### Layout detail, run 1

Region (118, 394) to (158, 434) um. Cells in gray, sequential cells in the stronger gray; small squares are vias.
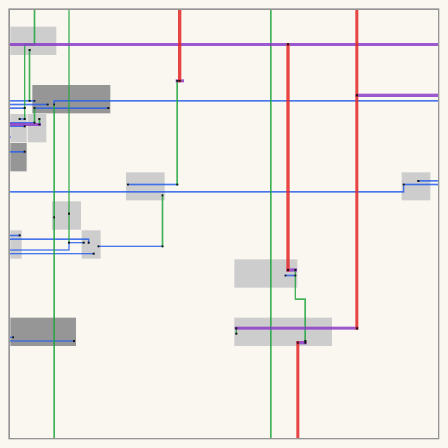
### Sequential cells colored by netlist name, run 1

Bar = 200 um. Other sequential cells in the stronger gray, the rest of the logic in the fainter gray.
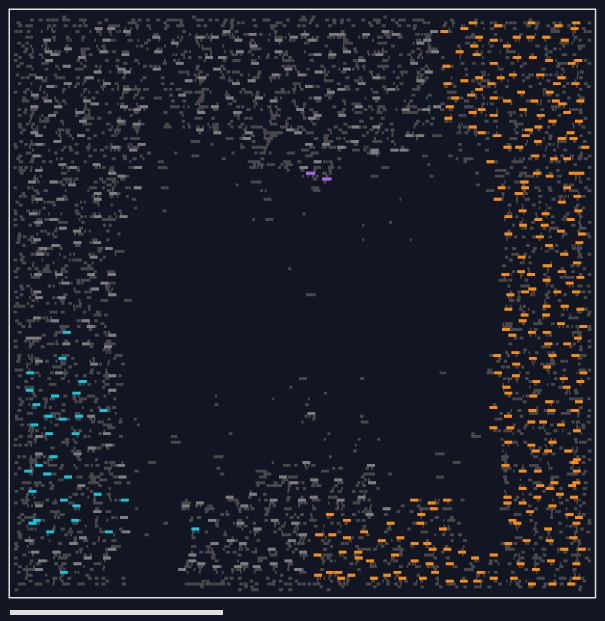
### I/O nets highlighted, run 1

Bar = 200 um.
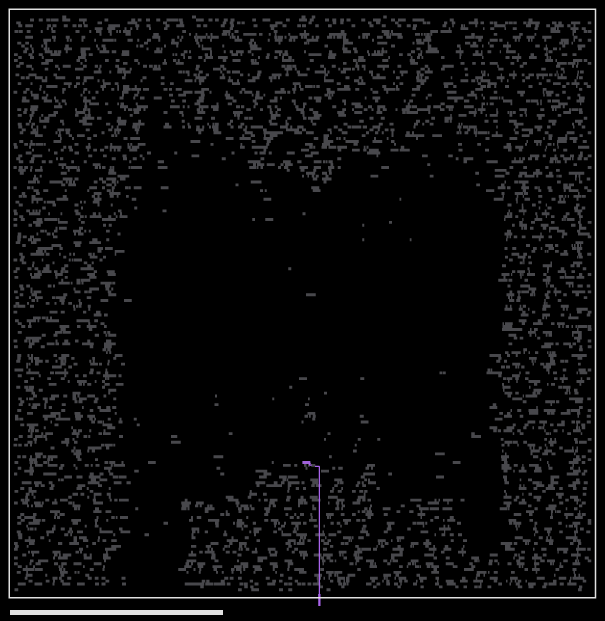
==> config.mk <==
export PLATFORM = sky130hd
export DESIGN_NAME = rr_mem_arbiter
export DESIGN_NICKNAME = d
export VERILOG_FILES = /design/src/rtl/rr_mem_arbiter_pkg.sv /design/src/rtl/rr_mem_arbiter_pick.sv /design/src/rtl/rr_mem_arbiter.sv
export SDC_FILE = /design/constraint.sdc
export NUM_CORES = 1
export LEC_CHECK = 0
export ABC_CLOCK_PERIOD_IN_PS = 2200
export CAP_MARGIN = 15
export CORE_AREA = 3 3 547 549
export DETAILED_ROUTE_END_ITERATION = 6
export DIE_AREA = 0 0 550 552
export PLACE_DENSITY_LB_ADDON = 0.08
export SLEW_MARGIN = 30
export SYNTH_ARGS = -nofsm -noshare
export SYNTH_HDL_FRONTEND = slang
export SYNTH_SLANG_ARGS = --single-unit
==> constraint.sdc <==
create_clock -name clk -period 2.2 [get_ports clk]
set_input_delay 0.55 -clock clk [delete_from_list [all_inputs] [get_ports clk]]
set_output_delay 0.55 -clock clk [all_outputs]
set_load 0.02 [all_outputs]
==> impl_metrics.yaml, run 1 <==
# flow metrics
die:
  placementRows: 199
  fp-utilization: 0.0769
  dieArea_mm2: 0.304
  die_x_um: 550
  chipHeight_um: 552
  core_area_mm2: 0.294
detailed_routing:
  ant_nets: 0
  vias: 28518
  finalWirelength_mm: 211
  dr.first_iter.drc_count: 1452
  post_drt_wl_per_cell_um: 25.5
  drtPass1Iterations: 5
  avgViaCountPerCell: 3.45
  drc_errors: 0
clock_network:
  cts.sinks: 550
  htree_levels: 3
  cts_hold_buffers: 0
  cts_root_buf: "clkbuf_16"
  cts_buffers: 91
  clock_latency_ns: 0.78
  clk_transition_reported_paths_ns: 0.06
  cts_tree: "done"
  clk_path_buf_depth: 4
sta:
  finalHoldViolations: 0
  rsz0062_at_grt: "yes"
  setup_viol: 0
  post-route-min-period_ns: 2.17
  fin_skew_ns: 0.0407
  fin_crit_sh: 0.984
  slew_viol_final: 0
  tightest_slew_ns: 0.534
  slew-limit-headroom: 0.644
  max_freq_ghz: 0.462
min_path:
  hold_depth: 3
  min_path_type: "input pin to flip-flop"
global_route:
  grt_max_degree: 77
  overflow: 0
  grt_pass1_wl_mm: 280
  antenna_found_initial: 115
  grt_usage: 0.132
  grt_pass1_vias: 30030
yosys:
  synth-seq-area-share: 0.487
  edf_count: 0
  yosys_warnings: 0
  syn_area_per_cell_um2: 7.96
  yosys_cells: 2842
  ys_async_sr_fraction: 0
  ys_area_mm2: 0.0226
  netlist_area_mm2: 0.0226
  ys.flops: 550
  postSynthNetCount: 3681
  syn_inst: 2842
  flop_cell: "dfxtp_1"
  synth_cell_types: 31
outcome:
  status: "completed"
final_layout:
  final_util: 0.156
  fin_nets: 5106
  drive_gt1_frac: 0.126
  syn_to_final_growth_pct: 102
  stdcell_count: 8270
setup_path:
  path_max_fanout: 5
  regToRegSetupSlack_ns: 0.30
  arrival_ns: 1.62
  worstSetupStartpointType: "flip-flop"
  ff2ff_path_depth: 6
  endpoint_kind: "output pin"
  required_ns: 1.65
  crit_type: "flip-flop to output pin"
place:
  hpwl_mm: 167
  place_congestion: 0.769
  dp.cells: 8091
pwr:
  power.density_mw_per_mm2: 761
  p_total_mw: 34.8
  vdd_drop_max_uv: 522
  power.leakage_nw: 16.8
run:
  warning_count: 29
Back to the opening pictures, 'Layout detail':
Key: green = met2; blue = met1; purple = met3; red = met4
Most frequent: dfxtp_1 (2), buf_4 (2). 10 logic cells have their middle in the window. Sequential cells in the window: 2.

Back to the opening pictures, 'Sequential cells colored by netlist name':
Key: purple = `state_q` [placed flops 2]; cyan = `mem_addr` [placed flops 32, where lower left]; orange = `rdata` [placed flops 256]
Another 260 sequential cells are not colored.
register area: 0.0110 mm^2
sequential cell area share: 0.241
Seq power: 11.4 mW

Back to the opening pictures, 'I/O nets highlighted':
Key: purple = `mem_write` [bits 1, direction output, end cells 1, wire 131 um]
I/O Pins: 1388
IO Port Bufs: 1387

[run 1: layout by cell type (no fill, tap or decap), types with 6 or more instances in the layout]
master / n
nand2_1: 512
a21oi_1: 546
o21ai_0: 287
dfxtp_1: 537
clkbuf_2: 10
clkinv_2: 6
buf_12: 80
clkdlybuf4s15_1: 69
clkbuf_1: 22
buf_4: 210
diode_2: 27
a311oi_1: 288
clkdlybuf4s15_2: 81
dlygate4sd2_1: 375
clkbuf_16: 91
clkdlybuf4s50_1: 838
clkbuf_8: 21
dfxtp_2: 10
nand3_1: 292
[run 1: kinds of logic (layout without fill, tap and decap cells)]
| kind of cell | count (synthesis) | in the layout | synth area share |
|---|---|---|---|
| compound gates | 1130 | 1130 | 0.299 |
| buf+inv | 342 | 1824 | 0.0612 |
| flops | 550 | 550 | 0.487 |
| other cells | 0 | 27 | 0 |
| simple gates | 820 | 820 | 0.154 |
[run 1: critical path, cell delays in order (launching register included)]
cell and delay (ns):
dfxtp_4 0.37, nor3b_4 0.19, buf_6 0.15, buf_12 0.12
[run 1: through the flow]
stage               TNS, ns  hold slack (ns)  area, um^2  worst slack (ns)
detailed placement  -130.96            0.446       43200            -0.576
floorplan                 0            0.509       22600             0.350
CTS                  -0.300            0.209       45700            -0.125
finish                    0            0.317       45800            0.0343
global placement    -126.31            0.443       43200            -0.572
global route         -0.126            0.244       45700           -0.0902
[run 1: cell type report]
cell class | instances | area (um^2)
sequential | 550 | 11000
inverter | 2 | 15.0
clock inverter | 16 | 238
timing repair buffer | 1672 | 16600
tap | 3919 | 4900
multi-input combinational | 1950 | 10300
antenna | 27 | 67.6
clock buffer | 134 | 2650
fill | 33549 | 249000
[run 1: cells in the mapped netlist, types with 2 or more instances]
cell type	instances	area share
o21ai_0	287	0.063
nand2_1	512	0.085
a311oi_1	288	0.11
or2_2	2	0.00055
buf_6	3	0.0015
buf_2	52	0.012
dfxtp_1	550	0.49
nor3_1	3	0.00066
nor2_1	4	0.00066
o2bb2ai_1	2	0.00077
nand3_1	292	0.065
buf_4	3	0.0010
a21oi_1	546	0.12
clkbuf_1	263	0.044
buf_1	18	0.0030
o21ai_1	2	0.00044
[run 1: power by group]
part           switching (mW)  leakage, nW  internal (mW)
Clock                    5.89         1.42           8.83
Combinational            4.94         10.8           3.74
Sequential              0.573         4.53           10.9
[run 1: routing by layer]
layer  vias to the layer above  GRT usage  wire length, um
met4                       118     0.0271             4000
met2                      1174      0.235           105000
met3                       291     0.0658            22800
met1                     13679      0.140            78100
li1                      13256          -                -
met5                         -          0              790
[run 1: repair_timing]
action,4_1_cts,5_1_grt
setup buffers,3,1
endpoints found under the setup margin,544,25
resized,820,25
pin swaps,1,1
==> run 2: changes to the inputs <==
Settings changed: HOLD_SLACK_MARGIN from default to 0.02.
### Clock wiring as the flow saved it, run 2

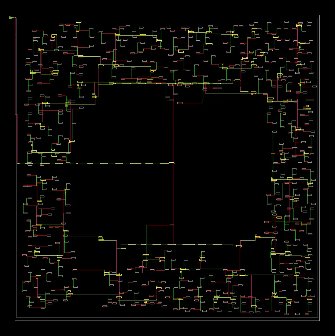
CTS Buf Count: 91
Clock Buffer Count: 134
Layout Skew: 0.0407 ns
clock sinks: 550

==> run 2 against run 1 <==
  * Final area stayed put
  * Routed wire length unchanged
  * Clock power barely moved
  * Core utilization unchanged
  * Register-to-register slack is essentially flat
  * Flip-flop count unchanged
  * Sequential power hardly changed
  * Highest routed layer unchanged
==> impl_metrics.yaml, run 2 <==
# flow metrics
yosys:
  yosys_warnings: 0
  syn_inst: 2842
  ys_async_sr_fraction: 0
  most_common_cell: "dfxtp_1"
  ys.flops: 550
  netlist_area_mm2: 0.0226
  synth.top_cell.area_share: 0.487
pwr:
  switching_share: 0.327
  power.share.combinational: 0.249
  vdd_drop_max_uv: 522
setup_path:
  path_delay_family: "flip-flops"
  crit_type: "flip-flop to output pin"
  ff2ff_path_depth: 6
  cpPeakStageDelay_ns: 0.37
  arrival_ns: 1.62
  required_ns: 1.65
  endpoint_kind: "output pin"
  path_max_fanout: 5
  crit_path_top_delay_cell: "dfxtp_4"
  path_buffers: 2
  worstSetupStartpointType: "flip-flop"
run:
  warning_count: 29
outcome:
  status: "completed"
sta:
  slew-limit-headroom: 0.644
  post-route-min-period_ns: 2.17
  slew_viol_final: 0
  tightest_slew_ns: 0.534
  rsz0062_at_grt: "yes"
detailed_routing:
  vias: 28518
  finalWirelength_mm: 211
  dr.first_iter.drc_count: 1452
die:
  chipHeight_um: 552
final_layout:
  drive_gt1_frac: 0.126
  finalInstanceArea_mm2: 0.0458
  lay_top_count: "clkdlybuf4s50_1"
  final_util: 0.156
  fillers: 33549
  lay_top_cells: "clkdlybuf4s50_1, a21oi_1, dfxtp_1"
global_route:
  grt_usage: 0.132
  grt_pass1_wl_mm: 280
clock_network:
  clk_transition_reported_paths_ns: 0.06
  clk_path_buf_depth: 4
  htree_levels: 3
place:
  placed_area_mm2: 0.0432
  port_buffers: 1387
==> run 2: cell counts in the layout (fill, tap and decap cells not counted) <==
Identical to the previous run, type by type.
==> run 2: cell type report <==
type                            count  share of cell area
Timing Repair Buffer             1672               0.362
Sequential cell                   550               0.241
Multi-Input combinational cell   1950               0.225
Tap cell                         3919               0.107
Clock buffer                      134              0.0579
Clock inverter                     16             0.00519
Antenna cell                       27             0.00148
Inverter                            2            0.000328
==> run 2: power by group through the flow <==
stage / Sequential, mW / Combinational [mW] / Clock (mW)
finish: 11.4 / 8.68 / 14.7
global route: 11.6 / 9.35 / 15.8
CTS: 11.5 / 8.95 / 15.6
detailed placement: 11.7 / 9.43 / 0
global placement: 11.7 / 9.49 / 0
floorplan: 12.6 / 2.34 / 0
==> run 2: logic make-up after synthesis <==
logic type,synth area share
AND/OR/NAND/NOR,0.154
buffers and inverters,0.0612
flip-flops,0.487
AND-OR/OR-AND,0.299
==> run 2: metrics by stage <==
stage / setup TNS, ns / hold WS, ns / power (mW) / instances / worst slack [ns]
6_report: 0 / 0.317 / 34.8 / 8270 / 0.0343
4_1_cts: -0.300 / 0.209 / 36.0 / 8242 / -0.125
5_1_grt: -0.126 / 0.244 / 36.7 / 8253 / -0.0902
2_1_floorplan: 0 / 0.509 / 14.9 / 2842 / 0.350
3_3_place_gp: -126.31 / 0.443 / 21.2 / 8091 / -0.572
3_5_place_dp: -130.96 / 0.446 / 21.1 / 8091 / -0.576
==> run 2: repair_timing <==
item | 4_1_cts | 5_1_grt
endpoints found under the setup margin | 544 | 25
buffers inserted | 3 | 1
pin swaps | 1 | 1
resized | 820 | 25
==> run 2: metal layers <==
metal / share of wire / GRT usage / vias up
li1: - / - / 13256
met3: 0.11 / 0.0658 / 291
met2: 0.50 / 0.235 / 1174
met5: 0.0038 / 0 / -
met4: 0.019 / 0.0271 / 118
met1: 0.37 / 0.140 / 13679
==> run 2: worst reg2reg max path: stages (launching register included) <==
cell      delay (ns)
dfxtp_4         0.37
buf_4           0.14
or2_2           0.32
nor2_4          0.18
buf_12          0.19
buf_12          0.29
a311oi_1        0.23
Power and IR drop assume default switching activity.
